## src/rtl/seq_shift_unit_if.sv

```systemverilog
// Handshake and data bundle for the iterative shifter: the requester drives operands and START,
// the shifter returns RESULT with BUSY/DONE/ERROR status.
interface seq_shift_unit_if #(
  parameter int unsigned Width = 8
);
  logic             start;
  logic             dir;
  logic [Width-1:0] data1;
  logic [7:0]       data2;
  logic [Width-1:0] result;
  logic             busy;
  logic             done;
  logic             error;

  modport master (
    output start, dir, data1, data2,
    input  result, busy, done, error
  );

  modport slave (
    input  start, dir, data1, data2,
    output result, busy, done, error
  );
endinterface

```

## src/rtl/seq_shift_unit.sv

```systemverilog
// Multi-cycle shifter/rotator: moves the operand one bit per clock, left or right,
// in logical, arithmetic or rotate mode, under a start/busy/done handshake.
module seq_shift_unit #(
  parameter int unsigned Width = 8,
  parameter int unsigned CntW  = 4
) (
  input  logic             clk_i,
  input  logic             rst_ni,
  seq_shift_unit_if.slave  bus_io
);

  typedef enum logic [1:0] {StIdle, StShift, StFin} state_e;
  typedef enum logic [1:0] {ModeLog = 2'b00, ModeArith = 2'b01, ModeRot = 2'b10,
                            ModeRsvd = 2'b11} mode_e;

  localparam logic [CntW-1:0] MaxCnt  = CntW'(Width);
  localparam logic [CntW-1:0] RotMask = CntW'(Width - 1);

  state_e            state_q;
  mode_e             mode_q;
  logic              dir_q;
  logic              error_q;
  logic [Width-1:0]  shreg_q;
  logic [CntW-1:0]   cnt_q;

  mode_e             mode_in;
  logic [CntW-1:0]   amt_in;
  logic [CntW-1:0]   eff_cnt;
  logic              fill_l;
  logic              fill_r;
  logic [Width-1:0]  step_val;
  logic              accept;
  logic              unused_data2;

  assign mode_in      = mode_e'(bus_io.data2[7:6]);
  assign amt_in       = bus_io.data2[CntW-1:0];
  assign unused_data2 = ^bus_io.data2[5:4];
  assign accept       = bus_io.start && (state_q != StShift);

  // Shifts saturate at Width steps (full zero/sign fill); rotates wrap modulo Width.
  always_comb begin
    eff_cnt = '0;
    unique case (mode_in)
      ModeLog, ModeArith: eff_cnt = (amt_in > MaxCnt) ? MaxCnt : amt_in;
      ModeRot:            eff_cnt = amt_in & RotMask;
      default:            eff_cnt = '0;
    endcase
  end

  always_comb begin
    fill_l = (mode_q == ModeRot) ? shreg_q[Width-1] : 1'b0;
    fill_r = 1'b0;
    unique case (mode_q)
      ModeRot:   fill_r = shreg_q[0];
      ModeArith: fill_r = shreg_q[Width-1];
      default:   fill_r = 1'b0;
    endcase
    step_val = dir_q ? {fill_r, shreg_q[Width-1:1]} : {shreg_q[Width-2:0], fill_l};
  end

  always_ff @(posedge clk_i or negedge rst_ni) begin
    if (!rst_ni) begin
      state_q <= StIdle;
      mode_q  <= ModeLog;
      dir_q   <= 1'b0;
      error_q <= 1'b0;
      shreg_q <= '0;
      cnt_q   <= '0;
    end else begin
      unique case (state_q)
        StShift: begin
          shreg_q <= step_val;
          cnt_q   <= cnt_q - 1'b1;
          if (cnt_q == CntW'(1)) state_q <= StFin;
        end
        StIdle, StFin: begin
          if (accept) begin
            shreg_q <= bus_io.data1;
            mode_q  <= mode_in;
            dir_q   <= bus_io.dir;
            cnt_q   <= eff_cnt;
            error_q <= (mode_in == ModeRsvd);
            state_q <= (eff_cnt != '0) ? StShift : StFin;
          end else begin
            state_q <= StIdle;
          end
        end
        default: state_q <= StIdle;
      endcase
    end
  end

  assign bus_io.result = shreg_q;
  assign bus_io.busy   = (state_q == StShift);
  assign bus_io.done   = (state_q == StFin);
  assign bus_io.error  = error_q;

endmodule

```

## src/flat_wrapper.sv

```systemverilog
// flat-port wrapper written by rule: the top's interface ports become plain ports
module seq_shift_unit_flat 
#(
  parameter int unsigned Width = 8,
  parameter int unsigned CntW  = 4
)
  (clk_i, rst_ni, bus_io_start, bus_io_dir, bus_io_data1, bus_io_data2, bus_io_result, bus_io_busy, bus_io_done, bus_io_error);
  seq_shift_unit_if #(.Width(Width)) bus_io_i ();
  input  logic clk_i;
  input  logic rst_ni;
  input wire logic [$bits(bus_io_i.start)-1:0] bus_io_start;
  input wire logic [$bits(bus_io_i.dir)-1:0] bus_io_dir;
  input wire logic [$bits(bus_io_i.data1)-1:0] bus_io_data1;
  input wire logic [$bits(bus_io_i.data2)-1:0] bus_io_data2;
  output wire logic [$bits(bus_io_i.result)-1:0] bus_io_result;
  output wire logic [$bits(bus_io_i.busy)-1:0] bus_io_busy;
  output wire logic [$bits(bus_io_i.done)-1:0] bus_io_done;
  output wire logic [$bits(bus_io_i.error)-1:0] bus_io_error;
  assign bus_io_i.start = bus_io_start;
  assign bus_io_i.dir = bus_io_dir;
  assign bus_io_i.data1 = bus_io_data1;
  assign bus_io_i.data2 = bus_io_data2;
  assign bus_io_result = bus_io_i.result;
  assign bus_io_busy = bus_io_i.busy;
  assign bus_io_done = bus_io_i.done;
  assign bus_io_error = bus_io_i.error;
  seq_shift_unit #(.Width(Width), .CntW(CntW)) u_core (.clk_i(clk_i), .rst_ni(rst_ni), .bus_io(bus_io_i));
endmodule
```

## config.mk

```make
export PLATFORM = sky130hd
export DESIGN_NAME = seq_shift_unit_flat
export DESIGN_NICKNAME = d
export VERILOG_FILES = /design/src/rtl/seq_shift_unit_if.sv /design/src/rtl/seq_shift_unit.sv /design/src/flat_wrapper.sv
export SDC_FILE = /design/constraint.sdc
export NUM_CORES = 1
export LEC_CHECK = 0
export ABC_AREA = 1
export CAP_MARGIN = 20
export CORE_ASPECT_RATIO = 0.7
export CORE_MARGIN = 1
export CORE_UTILIZATION = 43
export DETAILED_ROUTE_END_ITERATION = 16
export GPL_TIMING_DRIVEN = 0
export PLACE_DENSITY = 0.79
export SYNTH_ARGS = -nofsm -noshare
export SYNTH_HDL_FRONTEND = slang
export SYNTH_SLANG_ARGS = --single-unit
```

## constraint.sdc

```tcl
create_clock -name clk_i -period 1 [get_ports clk_i]
set_input_delay 0.2 -clock clk_i [delete_from_list [all_inputs] [get_ports clk_i]]
set_output_delay 0.2 -clock clk_i [all_outputs]
set_load 0.01 [all_outputs]
```

==> images/clock_nets.png <==
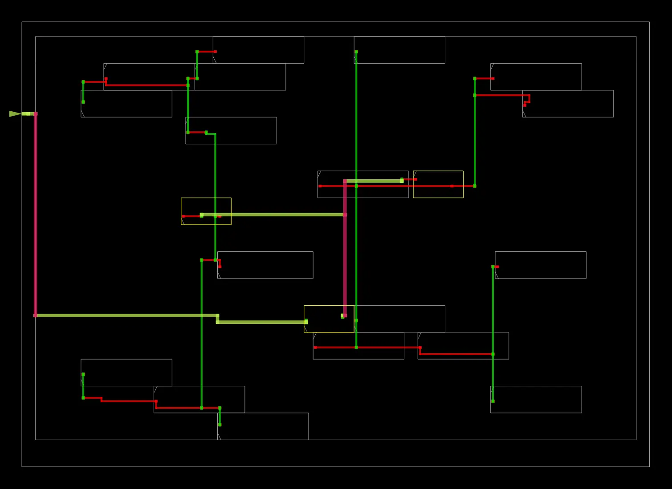
clock buffers: 3
TritonCTS buffer count: 3

==> images/route_heat.png <==
Scale: 4 px per um. 13 x 9 tiles, from dark purple (low) to yellow (high), scaled to the fullest tile. Values are wire area over tile area, all layers added.
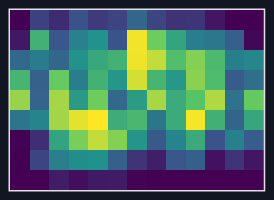
nearly empty tiles: 13%
mean over tiles: 0.16
fullest tile: 0.38
tiles over half the peak: 40%
emptiest ninth of the die: bottom right

==> changes_impl.md <==
### Changed

* GPL Wtd Cong at 0.797
* Vias in the first global route at 1011
* Overall power at 5.41 mW
* Placed Area at 0.00147 sq mm
* Synth Area in XOR/XNOR at 0.00771
* Residual DRC count at 0
* Syn nets at 160
* EDFF count, synth at 0
* Crit path launch type: register
* Post-DRT Antenna Nets at 0
* Final Hold Vio Count at 0
* Failing checks: setup timing
* Worst r2r src: u_core.state_q[0]
* Max-cap violations at 0
* R2R Path End: u_core.bus_io.result[3]
* First-pass GRT wire length at 4380 um
* Port bufs at 28
* Status: finished, violations left
* Post-Layout Cell Count at 214
* Fin worst setup slack at -0.199 ns
* Slew Limit Fails at 0
* Yosys Chip Area at 0.00114 sq mm
* Crit path DRT at 1.14 ns
* Placed cells at 200
* # setup viols final at 20
* Die Wd at 63.4 um
* CTS clk-pin slew, worst paths at 0.07 ns
* Tmin final at 1.20 ns
* AND-OR/OR-AND share of the synthesized area at 0.214
* Worst setup EP type: register
* Dpl ws at -0.420 ns
==> images/m3.png <==
Scale: 8 px per um.
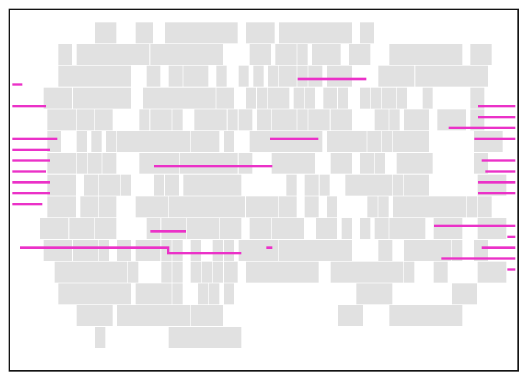
main direction: horizontal
longest straight run: 18.4 um

==> images/class_map.png <==
Scale: 10 px per um.
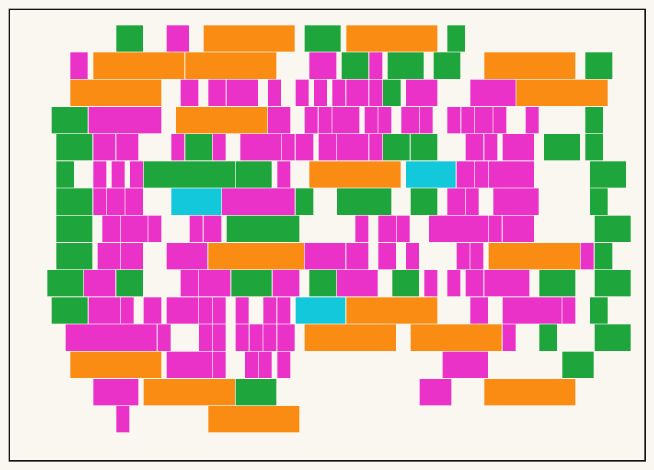
legend:
  green:
    class: remaining buffers and delay cells
    cells: 43
    share_of_their_area: 24%
  orange:
    class: registers
    cells: 18
    share_of_their_area: 28%
  magenta:
    class: remaining logic cells
    cells: 116
    share_of_their_area: 45%
  cyan:
    class: clock-net drivers
    cells: 3
    share_of_their_area: 2.6%

[through the flow]
stage	hold slack (ns)	setup TNS (ns)
global placement	0.477	-11.47
global route	0.218	-3.86
floorplan	-0.0956	-0.229
CTS	0.182	-3.62
finish	0.158	-2.90
detailed placement	0.494	-11.95
[flip-flops by register name, indices dropped and copies added (netlist names)]
signal	flops
u_core.bus_io.error	1
u_core.bus_io.result	8
u_core.cnt_q	4
u_core.dir_q	1
u_core.mode_q	2
u_core.state_q	2
[cell type report]
cell class | instances | area (sq um)
multi-input cells | 98 | 627
repair buffers | 40 | 345
flip-flops and latches | 18 | 452
well taps | 34 | 42.5
plain buffers | 3 | 38.8
fillers | 220 | 841
inverters | 18 | 90.1
clock buffers | 3 | 41.3
[worst min path at each step]
stage                                          to  slack [ns]  cells after the start
final                     u_core.bus_io.result[3]        0.16                      1
after global routing      u_core.bus_io.result[2]        0.22                      1
after CTS                 u_core.bus_io.result[3]        0.18                      1
after detailed placement      u_core.bus_io.error        0.49                      2
after global placement        u_core.bus_io.error        0.48                      2
after floorplan               u_core.bus_io.error        -0.1                      0
[cells by family after synthesis]
kind of cell	after synthesis
AND-OR/OR-AND	34
XOR/XNOR	1
adder cells (fa/ha/maj)	2
buffers and inverters	22
flip-flops	18
AND/OR/NAND/NOR	61
[layout by cell type, fill, tap and decap left out, drive strengths merged]
cell type / synthesis / routed
nand2: 43 / 43
buf: 4 / 25
o21ai: 19 / 19
dfrtp: 18 / 18
inv: 18 / 18
clkdlybuf4s50: 0 / 16
nor2: 8 / 8
a21oi: 7 / 7
a22oi: 6 / 6
nand3: 5 / 5
clkbuf: 0 / 4
nand4: 3 / 3
nand3b: 2 / 2
ha: 2 / 2
o211ai: 1 / 1
xnor2: 1 / 1
o21a: 1 / 1
dlygate4sd2: 0 / 1
[worst max-delay path, stage by stage, from the launching register on]
cell and delay (ns):
dfrtp_2 0.44, buf_8 0.15, inv_8 0.06, nand2_8 0.08, buf_12 0.16, o21ai_4 0.14
a22oi_2 0.06
[per-layer routing]
| layer | wire (um) | track usage | share of wire |
|---|---|---|---|
| met5 | 0 | 0 | 0 |
| met4 | 34 | 0.0682 | 0.012 |
| met3 | 157 | 0.0606 | 0.055 |
| met2 | 1420 | 0.370 | 0.50 |
| met1 | 1250 | 0.242 | 0.44 |
[repair_timing]
action,CTS,global route
pin swaps,2,6
resized,54,22
cloned,0,1
setup buffers,6,5
hold endpoints to repair,0,0
endpoints found under the setup margin,47,24
[report_power, final]
group / total, mW / internal [mW] / leakage, nW / switching, mW
clock: 0.510 / 0.268 / 0.0216 / 0.242
sequential: 1.36 / 1.10 / 0.217 / 0.253
combinational: 3.54 / 1.59 / 0.530 / 1.95
total: 5.41 / 2.97 / 0.769 / 2.44
No activity file was given, so power comes from the tool's default toggle rates.
